Design vm2002_purchase_seq, sky130hd; sources not shown.
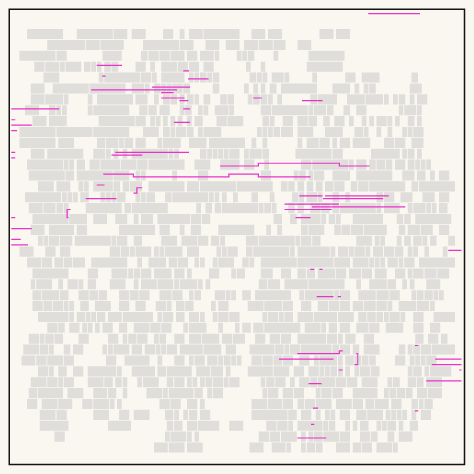
Figure 1: run 1, signal wires on met3.
(4 px per um)
longest straight run: 23.9 um
nets with wire on the layer: 45
routed via count: 5393
total wire length after detailed routing: 13.6 mm
global routing met3 resource utilization: 2.82%

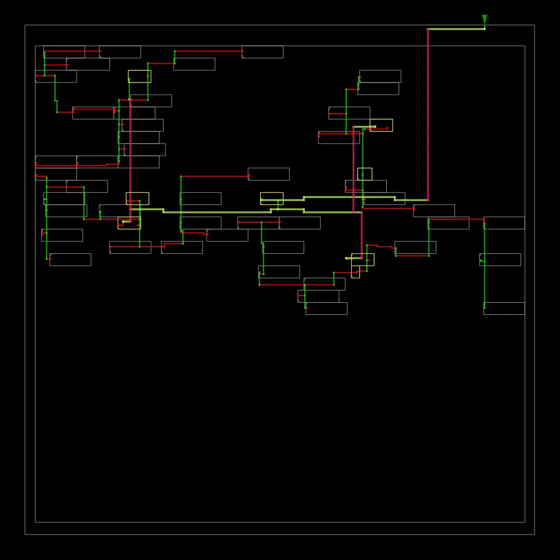
Figure 2: run 1, clock wiring as the flow saved it.
flop count: 47
power of the clock network: 467 uW
Max Clock Skew: 11.3 ps
Num CTS Buffers: 5
clock latency of the later-clocked register in the worst-skew pair: 320 ps

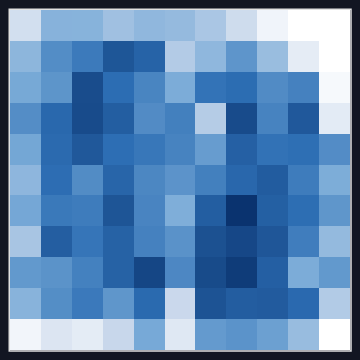
Figure 3: run 1, local utilization.
(3 px per um) The die is cut into 11 by 11 equal tiles; white is low, dark blue is high, 0 to 100% covered.
mean over tiles: 59%
nearly empty tiles: 3.3%
emptiest ninth of the die: upper right
fullest tile: 99%
core occupancy in the finished layout: 66.7%
Floorplan Utilization: 41.4%

==> run summary, run 1 <==
Numbers from the implementation run.

Per the synthesis report, the single largest cell type by area occupies 24.0% of cell area. The final period utilization is 190%. The count of cells along the worst hold path is 1.

The netlist area before placement is 0.00479 sq mm. The total area of sequential cells is 0.00118 sq mm. The gate family responsible for the most delay along the worst path is simple AND/OR/NAND/NOR gates. The most critical min-delay path falls under flop to flop. STA lists the maximum fanout along the critical path as 4. The cell with the largest stage delay on the worst path is ha_4. The detail route stage leaves a number of antenna-violating nets equal to 0.

The tool flagged a number of max-cap violations equal to 0. The final timing report gives a worst setup slack of -2430 ps. The total leakage power is 3.89 nW. The top cell types in the final layout, fill and taps aside, are buf_4, nand2_1, inv_1. The number of antenna violations at the first check in global routing is 0.

The flow ran to the end, but the final reports show violations. After Yosys synthesis, and, or, nand and nor cells account for 39.0% of the synthesized area. 0 antenna diodes ended up in the layout. The cell area reported after detailed placement is 0.00668 sq mm. Setup repair after global routing could not meet its margin everywhere. The fraction of synthesis flops using an asynchronous set or reset pin is 100%.

The synthesis report names the predominant flop master as dfrtp_1. The worst setup path is launched from an input port. The synthesized netlist has a Yosys-reported chip area of 0.00479 sq mm. In this run the full chip footprint comes out at 0.0129 sq mm. The clock tree from TritonCTS is done. STA shows the worst reg2reg path with a cell count of 16. The flip-flop count of the largest register after layout is 11. The checks that failed: negative setup slack. In this run, the synthesized area fraction spent on xor and xnor cells is recorded as 4.20%. The half-perimeter wire length of the detailed placement result is 10.1 mm. The total of endpoints with negative setup slack in the final report is 17.

Across all register-to-register paths, the minimum setup slack is -50 ps. The final-report hold violation count is 0. The transition time recorded at the tightest slew-check pin is 1160 ps. The critical path's most frequent cell is nand2_4.

The die extent in x is 113 um. The unique cell type count in the Yosys netlist is 57. The dominant logic cell type in the layout is buf_4. The wire length of the first global-routing pass is 22.6 mm. The number of DRC markers in iteration 0 is 247. The start-to-end type of the worst setup path is input port to flop. The I/O pin count is 40. Of the combinational cells, the family taking the most area is simple AND/OR/NAND/NOR gates.
run 1: power breakdown:
group	switching, mW	total (mW)	internal, mW
logic	3.58	6.92	3.34
registers	0.165	1.14	0.977
clock network	0.257	0.467	0.210
run 1: synthesized netlist by cell type (all sizes together) (3+ instances only):
cell	instances
inv	112
a211oi	4
nor3	13
o31ai	3
a21oi	32
nand2	188
or2	3
a22oi	4
o21ai	37
a31oi	4
nor2	83
ha	31
nor3b	3
xor2	18
dfrtp	46
o221ai	3
xnor2	5
nand3	60
nand4	17
nand3b	3
clkbuf	7
run 1: layer usage:
layer  global-route usage [%]  part of all wire, %  vias up
met5                        -                    0        -
met3                     2.82                  2.9       24
met1                     25.7                   44     2512
li1                         -                    -     2774
met2                     38.5                   51       83
met4                     6.26                  1.7        0
run 1: timing repair:
action	in CTS	in global routing
setup endpoints to repair	18	32
hold buffers	0	0
pin swaps	58	85
resized	105	93
cloned	0	1
buffers inserted	50	34
run 1: metrics by stage:
step	instances	setup WS, ps	total power, mW	TNS (ps)	hold WS, ps
2_1_floorplan	703	-2160	4.58	-20860	244
5_1_grt	1087	-2900	9.32	-30480	465
6_report	1087	-2430	8.53	-23690	456
3_5_place_dp	1024	-3040	6.72	-36420	427
3_3_place_gp	1024	-2870	6.63	-34270	419
4_1_cts	1078	-2220	8.07	-24250	319
run 1: logic make-up (layout without fill, tap and decap cells):
group,count (synthesis),in the layout
simple gates,375,375
buf+inv,121,362
compound gates,103,103
flops,47,47
fa+ha+maj,33,33
xor+xnor,23,23
mux,1,1
run 1: area by class of cell:
cell class | instances | area share (%)
multi-input cells | 535 | 49.5
repair buffers | 242 | 26.1
flip-flops and latches | 47 | 15.3
inverters | 112 | 5.61
well taps | 143 | 2.32
clock buffers | 6 | 1.07
clock inverters | 2 | 0.178
Figure 4. The metal 1 layer (run 1).
(2 px per um) Supply wires on this layer in gray.
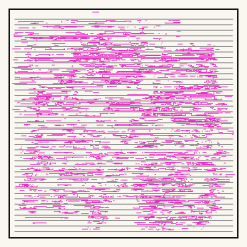

## Run 2: what changed since run 1
Settings changed: SLEW_MARGIN 20 to 5, TNS_END_PERCENT from default to 30.
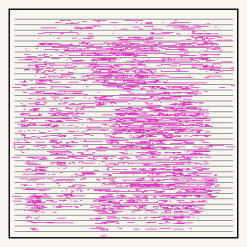
Figure 5: run 2, the metal 1 layer.
(2 px per um) Supply wires on this layer in gray.
main direction: horizontal
wire length on this layer: 6080 um
routed via count: 5332
total wire length after detailed routing: 13.8 mm
met1 Resource Use GR: 27.1%

==> run 2 against run 1 <==
Compared with the run above:
- the run ends with max-capacitance violations, max-slew violations, negative setup slack left
- final cell count fell by 1.5%
- critical endpoint unchanged
- synthesized cell count unchanged
- combinational power decreased by 6.2%
- highest routed layer unchanged
- final area shrank 2.4%
==> run summary, run 2 <==
Numbers from the implementation run.

The run finished, with violations left. The checks that failed: max-capacitance violations, max-slew violations, negative setup slack. The critical path is of the input port to flop type. The number of clock buffers added by TritonCTS is 5. The number of nets with antenna violations after routing is 0. The first global-routing pass estimated 22.9 mm of wire. At the pin with the least slew margin, the transition time is 2250 ps.

The type recorded for the worst min-delay path is flop to flop. The post-route worst hold slack is 438 ps. The number of cells after detailed placement is 1016.

The half-perimeter wire length of the detailed placement result is 10.1 mm. The worst setup path is launched from an input port. Looking at the critical path, the single cell with the biggest stage delay is ha_4. The chip occupies 0.0129 sq mm. The die extent in x is 113 um. The number of max-slew violations in the final report is 42.

In the post-route analysis, the smallest setup slack over all paths is -2490 ps. The fraction of synthesis flops using an asynchronous set or reset pin is 100%. For this run, the share of the core covered by cells in the final layout is 65.2%. The count of cells along the worst hold path is 1. The starting utilization of the core area is 41.4%. The leading cell type by number of instances after synthesis is nand2_1.

The register with the most flip-flops in the layout has 11 of them. The final-report hold violation count is 0. Post-synth the commonest register cell is dfrtp_1. The total of endpoints with negative setup slack in the final report is 16. The share of the synthesized area in the top cell type is 24.0%. After the flow finishes, the layout carries non-filler instances totaling 1071. For this run, the chip area from Yosys synthesis comes to 0.00479 sq mm. The final period utilization is 192%. Adding up every negative setup slack in the final design gives -26320 ps. In this run the worst path has a maximum fanout of 4. Per the cell usage report, the commonest logic cells after layout are buf_4, nand2_1, inv_1. The post-placement setup slack is -3100 ps.

The number of antenna violations at the first check in global routing is 0. The power report puts the leakage power at 3.82 nW. Once iteration 0 of detailed routing completed, the report listed 333 DRC markers. The final setup skew is 17.4 ps. Setup repair after global routing could not meet its margin everywhere. After synthesis, the most frequently instantiated cells are nand2_1, inv_1, nor2_1, nand3_1, dfrtp_1.

The timing report gives the worst reg2reg path a setup slack of 40 ps. The max-cap check violation count is 1. The depth of the worst register-to-register path is 16. TritonCTS built the clock tree. The I/O pin count is 40. Among the stages of the critical path, the cell type that occurs most often is nand2_2. Per STA, the worst path accumulates the most delay in the family simple AND/OR/NAND/NOR gates.
## run 2: cells by family (layout without fill, tap and decap cells)
group,Yosys count,after routing,share of synthesized area [%]
and+or+nand+nor,375,375,39.0
buffers and inverters,121,346,9.53
AOI/OAI and AO/OA,103,103,13.6
DFF,47,47,24.6
adders and majority gates,33,33,8.93
xor gates and xnor gates,23,23,4.20
muxes,1,1,0.235
## run 2: worst reg2reg max path, stage by stage, from the launching register on
cell      delay, ps
dfrtp_1         420
inv_1            90
ha_1            150
or2_2           110
nand2_1         100
a211oi_2        250
nor2_1          110
nor4_1          160
o21ai_0         120
a22oi_1         190
o311ai_1        160
nand2_1         140
inv_2            60
nand2_1          60
nand4_1          90
buf_4           200
a211oi_1        170
## run 2: area by class of cell
type,instances,area [sq um],area share [%]
Clock inverter,2,60.1,0.797
Inverter,112,428,5.68
Tap cell,143,179,2.37
Timing Repair Buffer,226,1840,24.4
Multi-Input combinational cell,535,3770,50.1
Clock buffer,6,76.3,1.01
Sequential cell,47,1180,15.6
## run 2: layer usage
layer / vias up / GRT usage [%] / share of wire, %
met3: 27 / 2.18 / 2.5
li1: 2741 / - / -
met4: 0 / 5.61 / 1.9
met2: 90 / 38.2 / 52
met5: - / - / 0
met1: 2474 / 27.1 / 44
## run 2: repair_timing
item | 4_1_cts | 5_1_grt
pin swaps | 72 | 122
hold buffers | 0 | 0
setup buffers | 38 | 20
resized | 74 | 115
setup endpoints to repair | 18 | 32
## run 2: where the power goes
group	switching, mW	internal [mW]	total, mW	leakage, nW
registers	0.141	0.977	1.12	0.594
logic	3.42	3.07	6.49	3.15
clock network	0.242	0.380	0.622	0.0688
total	3.80	4.43	8.23	3.82
No activity file was given, so power comes from the tool's default toggle rates.
